==> config.mk <==
export PLATFORM = sky130hd
export DESIGN_NAME = draw_cmd_exec
export DESIGN_NICKNAME = d
export VERILOG_FILES = /design/src/rtl/draw_cmd_exec.sv
export SDC_FILE = /design/constraint.sdc
export NUM_CORES = 1
export LEC_CHECK = 0
export CAP_MARGIN = 20
export CORE_MARGIN = 2
export CORE_UTILIZATION = 55
export DETAILED_ROUTE_END_ITERATION = 16
export PLACE_DENSITY = 0.75
export SYNTH_ARGS = -nofsm -noshare
export SYNTH_HDL_FRONTEND = slang
export SYNTH_SLANG_ARGS = --single-unit
==> constraint.sdc <==
create_clock -name clk -period 11.59 [get_ports clk]
set_input_delay 2.318 -clock clk [delete_from_list [all_inputs] [get_ports clk]]
set_output_delay 2.318 -clock clk [all_outputs]
set_load 0.03 [all_outputs]
==> src/rtl/draw_cmd_exec.sv <==
`timescale 1ns/1ps
`default_nettype none
// ============================================================================
// Module   : draw_cmd_exec
// Brief    : Draw-command consumer. Buffers commands in a show-ahead FIFO and
//            expands point and rectangle-fill opcodes into logic-grid pixel writes.
// Revision : 1.0 - initial release
// ============================================================================
module draw_cmd_exec #(
   parameter int                       H_LOGIC_WIDTH  = 5,
   parameter int                       V_LOGIC_WIDTH  = 5,
   parameter logic [H_LOGIC_WIDTH-1:0] H_LOGIC_MAX    = 5'd31,
   parameter logic [V_LOGIC_WIDTH-1:0] V_LOGIC_MAX    = 5'd23,
   parameter int                       COLOR_ID_WIDTH = 8,
   parameter int                       FIFO_AW        = 4
) (
   input  logic                                   clk,
   input  logic                                   rst,
   input  logic [31:0]                            cmd,
   input  logic                                   cmd_vld,
   output logic                                   fb_we,
   output logic [V_LOGIC_WIDTH+H_LOGIC_WIDTH-1:0] fb_addr,
   output logic [COLOR_ID_WIDTH-1:0]              fb_wdata,
   output logic                                   busy,
   output logic [FIFO_AW:0]                       fifo_level,
   output logic                                   cmd_ovf
);

   localparam int DEPTH = 1 << FIFO_AW;
   localparam int HW    = H_LOGIC_WIDTH;
   localparam int VW    = V_LOGIC_WIDTH;
   localparam int CW    = COLOR_ID_WIDTH;

   typedef enum logic [0:0] {
      ST_IDLE = 1'b0,
      ST_FILL = 1'b1
   } state_t;

   // ------------------------------------------------------------------------
   // Command FIFO
   // ------------------------------------------------------------------------
   logic [31:0]        mem_q [DEPTH];
   logic [FIFO_AW-1:0] wr_ptr_q, wr_ptr_d;
   logic [FIFO_AW-1:0] rd_ptr_q, rd_ptr_d;
   logic [FIFO_AW:0]   level_q, level_d;
   logic               ovf_q, ovf_d;
   logic               fifo_empty;
   logic               fifo_full;
   logic               push;
   logic               pop;

   assign fifo_empty = (level_q == '0);
   // Occupancy never exceeds DEPTH, so the top bit alone means full.
   assign fifo_full  = level_q[FIFO_AW];
   assign push       = cmd_vld & ~fifo_full;

   always_comb begin
      wr_ptr_d = wr_ptr_q;
      rd_ptr_d = rd_ptr_q;
      level_d  = level_q;
      ovf_d    = ovf_q | (cmd_vld & fifo_full);
      if (push) wr_ptr_d = wr_ptr_q + 1'b1;
      if (pop)  rd_ptr_d = rd_ptr_q + 1'b1;
      case ({push, pop})
         2'b10:   level_d = level_q + 1'b1;
         2'b01:   level_d = level_q - 1'b1;
         default: level_d = level_q;
      endcase
   end

   always_ff @(posedge clk) begin
      if (push) mem_q[wr_ptr_q] <= cmd;
   end

   // ------------------------------------------------------------------------
   // Head-word decode
   // ------------------------------------------------------------------------
   logic [31:0]   head;
   logic [3:0]    op;
   logic [HW-1:0] f_x0, f_x1, x1_clip;
   logic [VW-1:0] f_y0, f_y1, y1_clip;
   logic [CW-1:0] pt_color, rect_color;
   logic          pt_oob;
   logic          rect_ok;

   assign head       = mem_q[rd_ptr_q];
   assign op         = head[31:28];
   assign f_x0       = head[27 -: HW];
   assign f_y0       = head[22 -: VW];
   assign pt_color   = head[17 -: CW];
   assign f_x1       = head[17 -: HW];
   assign f_y1       = head[12 -: VW];
   assign rect_color = head[CW-1:0];

   // Zero-extended compares keep the check meaningful when MAX is all-ones.
   assign pt_oob  = ({1'b0, f_x0} > {1'b0, H_LOGIC_MAX}) |
                    ({1'b0, f_y0} > {1'b0, V_LOGIC_MAX});
   assign x1_clip = ({1'b0, f_x1} > {1'b0, H_LOGIC_MAX}) ? H_LOGIC_MAX : f_x1;
   assign y1_clip = ({1'b0, f_y1} > {1'b0, V_LOGIC_MAX}) ? V_LOGIC_MAX : f_y1;
   assign rect_ok = (f_x0 <= x1_clip) && (f_y0 <= y1_clip);

   // ------------------------------------------------------------------------
   // Execution FSM
   // ------------------------------------------------------------------------
   state_t           state_q, state_d;
   logic [HW-1:0]    cx_q, cx_d, x0_q, x0_d, x1_q, x1_d;
   logic [VW-1:0]    cy_q, cy_d, y1_q, y1_d;
   logic [CW-1:0]    color_q, color_d;
   logic             fb_we_q, fb_we_d;
   logic [VW+HW-1:0] fb_addr_q, fb_addr_d;
   logic [CW-1:0]    fb_wdata_q, fb_wdata_d;

   always_comb begin
      state_d    = state_q;
      cx_d       = cx_q;
      cy_d       = cy_q;
      x0_d       = x0_q;
      x1_d       = x1_q;
      y1_d       = y1_q;
      color_d    = color_q;
      fb_we_d    = 1'b0;
      fb_addr_d  = fb_addr_q;
      fb_wdata_d = fb_wdata_q;
      pop        = 1'b0;
      case (state_q)
         ST_IDLE: begin
            if (!fifo_empty) begin
               pop = 1'b1;
               if (op == 4'd0 && !pt_oob) begin
                  fb_we_d    = 1'b1;
                  fb_addr_d  = {f_y0, f_x0};
                  fb_wdata_d = pt_color;
               end else if (op == 4'd1 && rect_ok) begin
                  cx_d    = f_x0;
                  cy_d    = f_y0;
                  x0_d    = f_x0;
                  x1_d    = x1_clip;
                  y1_d    = y1_clip;
                  color_d = rect_color;
                  state_d = ST_FILL;
               end
            end
         end
         ST_FILL: begin
            fb_we_d    = 1'b1;
            fb_addr_d  = {cy_q, cx_q};
            fb_wdata_d = color_q;
            if (cx_q == x1_q) begin
               cx_d = x0_q;
               cy_d = cy_q + 1'b1;
               if (cy_q == y1_q) state_d = ST_IDLE;
            end else begin
               cx_d = cx_q + 1'b1;
            end
         end
         default: state_d = ST_IDLE;
      endcase
   end

   always_ff @(posedge clk or posedge rst) begin
      if (rst) begin
         wr_ptr_q   <= '0;
         rd_ptr_q   <= '0;
         level_q    <= '0;
         ovf_q      <= 1'b0;
         state_q    <= ST_IDLE;
         cx_q       <= '0;
         cy_q       <= '0;
         x0_q       <= '0;
         x1_q       <= '0;
         y1_q       <= '0;
         color_q    <= '0;
         fb_we_q    <= 1'b0;
         fb_addr_q  <= '0;
         fb_wdata_q <= '0;
      end else begin
         wr_ptr_q   <= wr_ptr_d;
         rd_ptr_q   <= rd_ptr_d;
         level_q    <= level_d;
         ovf_q      <= ovf_d;
         state_q    <= state_d;
         cx_q       <= cx_d;
         cy_q       <= cy_d;
         x0_q       <= x0_d;
         x1_q       <= x1_d;
         y1_q       <= y1_d;
         color_q    <= color_d;
         fb_we_q    <= fb_we_d;
         fb_addr_q  <= fb_addr_d;
         fb_wdata_q <= fb_wdata_d;
      end
   end

   assign fb_we      = fb_we_q;
   assign fb_addr    = fb_addr_q;
   assign fb_wdata   = fb_wdata_q;
   assign fifo_level = level_q;
   assign cmd_ovf    = ovf_q;
   assign busy       = (state_q != ST_IDLE) | ~fifo_empty;

endmodule

`default_nettype wire

### Supply network, run 1

Scale bar: 50 microns. Pins as bars on the die edge. Tap cells in gray.
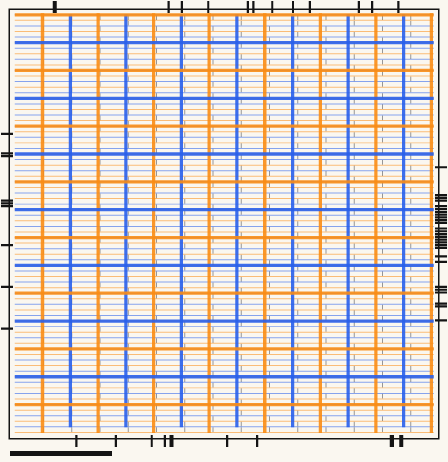
legend:
  VDD:
    color: blue
  VSS:
    color: orange
rows: 75
met1 rails: 76
tap cells: 539
met5 straps: 15
met4 straps: 15
Die W: 209.1 microns
Die Y: 209.1 microns
core area: 41760 sq um

### Signal wires by layer, run 1

Only two layers are drawn.
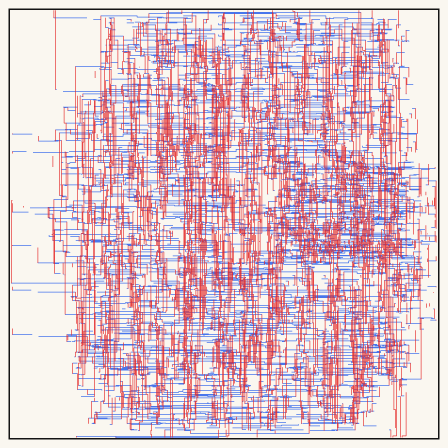
legend:
  metal 1:
    color: blue
    wire_length: 21.0 mm
  metal 2:
    color: red
    wire_length: 24.3 mm

### Zoomed window, run 1

Window x 144 to 169, y 40 to 65 microns. Cells in gray, sequential cells in the stronger gray; small squares are vias.
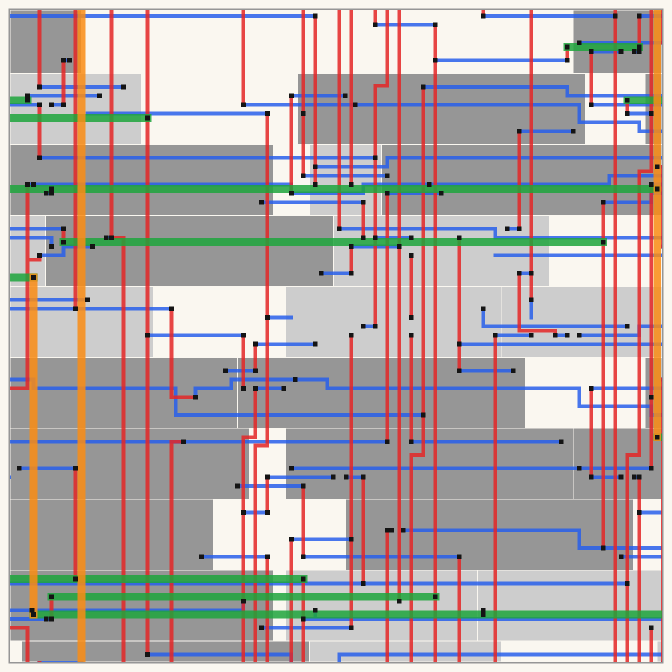
legend:
  metal 1:
    color: blue
  metal 2:
    color: red
  metal 3:
    color: green
  metal 4:
    color: orange
most frequent: edfxtp_1 (11), mux4_2 (4), clkbuf_16 (2)
sequential cells in the window: 11
netlist names of flops here include: `mem_q` (11)
cells with their middle in the window: 19

==> results.py, run 1 <==
# Flow results
metrics = {
    "cts": {
        "hold_buffers": 0,
        "postCtsSetupRepairBufs": 0,
    },
    "final_timing": {
        "period_used_pct": 54.51,
        "final_hold_viol_count": 0,
        "timing.slew.headroom_pct": 27.97,
    },
    "layout": {
        "area_delta_synth_final_pct": 13.08,
        "register_area_sq_um": 17060,
        "regMostFlops": "mem_q",
        "clk_share_pct": 6.990,
        "num-clock-buffers": 72,
    },
    "critical_path": {
        "arrival_ps": 6780,
        "cp_common_cell": "buf_4",
        "path_cells": "buf_4 -> buf_4 -> mux4_2 -> nand2_1 -> nand3_1 -> o21ai_0 -> ha_1 -> nand3_1 -> a21boi_0 -> o32ai_1 -> nand4_1 -> nor2_2 -> buf_4 -> mux2_2",
        "slowest_delay_ps": 780,
    },
    "route": {
        "wl_met2_microns": 24340,
        "finalWirelength_microns": 50300,
        "wl_met3_microns": 3589,
    },
    "synth": {
        "top_cell": "edfxtp_1",
        "synth_chip_area_sq_um": 23130,
        "synth_area_sq_um": 23130,
    },
    "hold_path": {
        "hold_path_class": "reg -> reg",
        "holdPathStages": 1,
    },
    "outcome": {
        "status": "completed",
    },
    "job": {
        "openroad.warnings": 29,
    },
    "global_route": {
        "grt_first_pass_wirelength_microns": 75120,
        "first_global_vias": 11751,
    },
    "die": {
        "taps": 539,
        "io_pins": 61,
    },
}
run 1: per-stage QoR:
| stage | hold slack [ps] | cell area [sq um] | util (%) | std cells | setup WS [ps] |
|---|---|---|---|---|---|
| 3_3_place_gp | 441.2 | 24260 | 58.10 | 1710 | 5401 |
| 5_1_grt | 490.6 | 26150 | 62.62 | 1819 | 4819 |
| 6_report | 456.0 | 26150 | 62.62 | 1819 | 5272 |
| 2_1_floorplan | 478.2 | 23130 | - | 1153 | 7316 |
| 4_1_cts | 460.6 | 26110 | 62.52 | 1816 | 5217 |
| 3_5_place_dp | 447.2 | 24280 | 58.15 | 1711 | 5279 |
run 1: power by group:
| part | switching [mW] | internal [mW] |
|---|---|---|
| clock network | 0.749 | 1.04 |
| logic | 1.34 | 1.01 |
| registers | 0.195 | 2.51 |
### Track usage over the die, run 1

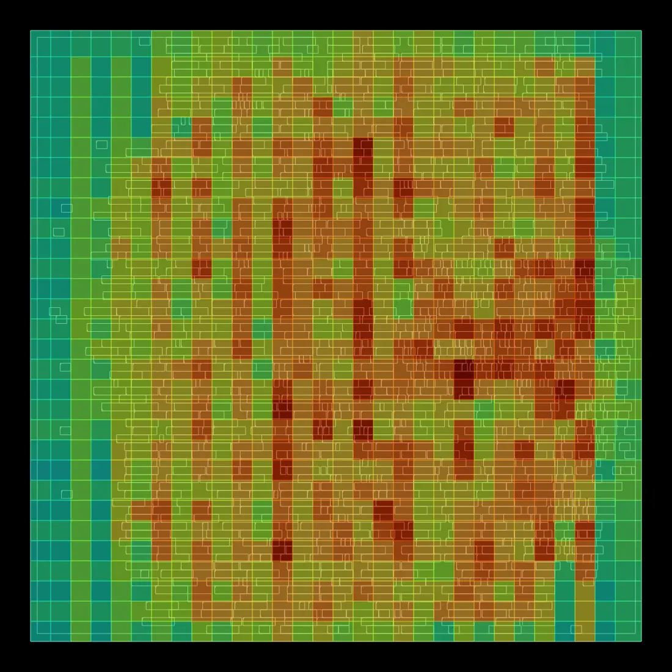

==> run 1 -> run 2 <==
==> constraint.sdc (replaced) <==
create_clock -name clk -period 6.15 [get_ports clk]
set_input_delay 1.23 -clock clk [delete_from_list [all_inputs] [get_ports clk]]
set_output_delay 1.23 -clock clk [all_outputs]
set_load 0.03 [all_outputs]
### Track usage over the die, run 2

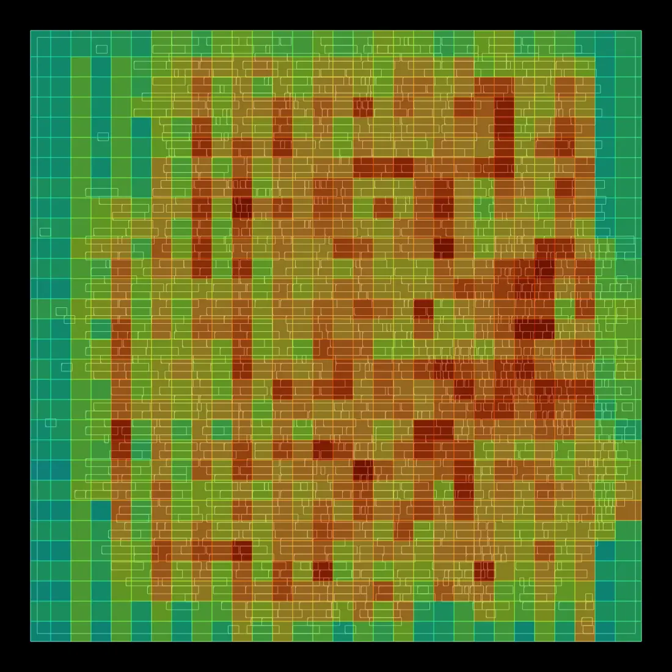
global routing usage on met3: 4.899%
fin util: 62.65%

==> results.py, run 2 <==
# Flow results
metrics = {
    "critical_path": {
        "crit_required_ps": 6600,
        "arrival_ps": 5230,
        "slowest_delay_ps": 980,
        "path_cells": "buf_4 -> mux4_2 -> mux4_2 -> nor2_1 -> ha_1 -> nand4_1 -> nor2_1 -> o32ai_1 -> and4_1 -> a31oi_1 -> a221o_1",
    },
    "route": {
        "highest_layer": "met5",
        "wl_met2_microns": 25340,
        "wl_met1_microns": 20390,
    },
    "cts": {
        "hold_buffers": 0,
        "postCtsSetupRepairBufs": 0,
    },
    "outcome": {
        "status": "completed",
    },
    "pwr": {
        "p_seq_mw": 5.16,
        "switchingPower_mw": 4.356,
        "internal_power_mw": 8.678,
        "seq_power_share_pct": 39.6,
        "power_frac_clock_pct": 25.7,
        "maxPowerGroup": "sequential cells",
        "p_sw_share_pct": 33.42,
        "pg_comb_mw": 4.53,
        "pwr-share-comb_pct": 34.7,
        "clk-power_mw": 3.35,
    },
    "die": {
        "fp_util_pct": 55.38,
        "die_x_microns": 209.1,
        "core_sq_um": 41760,
        "die_h_microns": 209.1,
        "io_pins": 61,
    },
    "layout": {
        "area_delta_synth_final_pct": 13.13,
        "drive_above_1_share_pct": 22.98,
        "regMostFlops": "mem_q",
        "instances_no_fill": 1823,
    },
    "global_route": {
        "grt_first_pass_wirelength_microns": 77230,
        "first_global_vias": 12092,
        "use_met2_pct": 39.09,
        "grt-ovfl-total": 0,
    },
    "final_timing": {
        "period_used_pct": 77.67,
        "final_hold_viol_count": 0,
        "fin_ws_ps": 1373,
        "timing.slew.headroom_pct": 24.39,
        "fmax_mhz": 209.4,
    },
    "hold_path": {
        "hold_path_class": "reg -> reg",
        "holdPathStages": 1,
        "hp-start": "cmd_ovf",
    },
    "place": {
        "dpl_worst_slack_ps": 1368,
        "placed_cells": 1724,
        "io_buffers": 60,
    },
    "job": {
        "openroad.warnings": 29,
    },
    "synth": {
        "synth_area_sq_um": 23130,
        "top_cell": "edfxtp_1",
        "synth_chip_area_sq_um": 23130,
    },
}
==> run 2: cell counts after synthesis <==
No cell type changed its count.
==> run 2: area by class of cell <==
class	count	area [sq um]	share of cell area, %
clock buffer	62	1403	5.361
clock inverter	37	370.4	1.416
inverter	19	71.32	0.2726
multi-input combinational	489	5674	21.69
sequential	579	17060	65.20
tap	539	674.4	2.578
timing repair buffer	98	910.9	3.481
==> run 2: stage by stage <==
| stage | cell area (sq um) | hold WS (ps) |
|---|---|---|
| 2_1_floorplan | 23130 | 478.2 |
| 3_3_place_gp | 24390 | 442.6 |
| 3_5_place_dp | 24390 | 453.0 |
| 4_1_cts | 26160 | 466.4 |
| 5_1_grt | 26160 | 472.4 |
| 6_report | 26160 | 457.0 |
Power figures rest on the tool's default switching activity, not on a simulated workload.
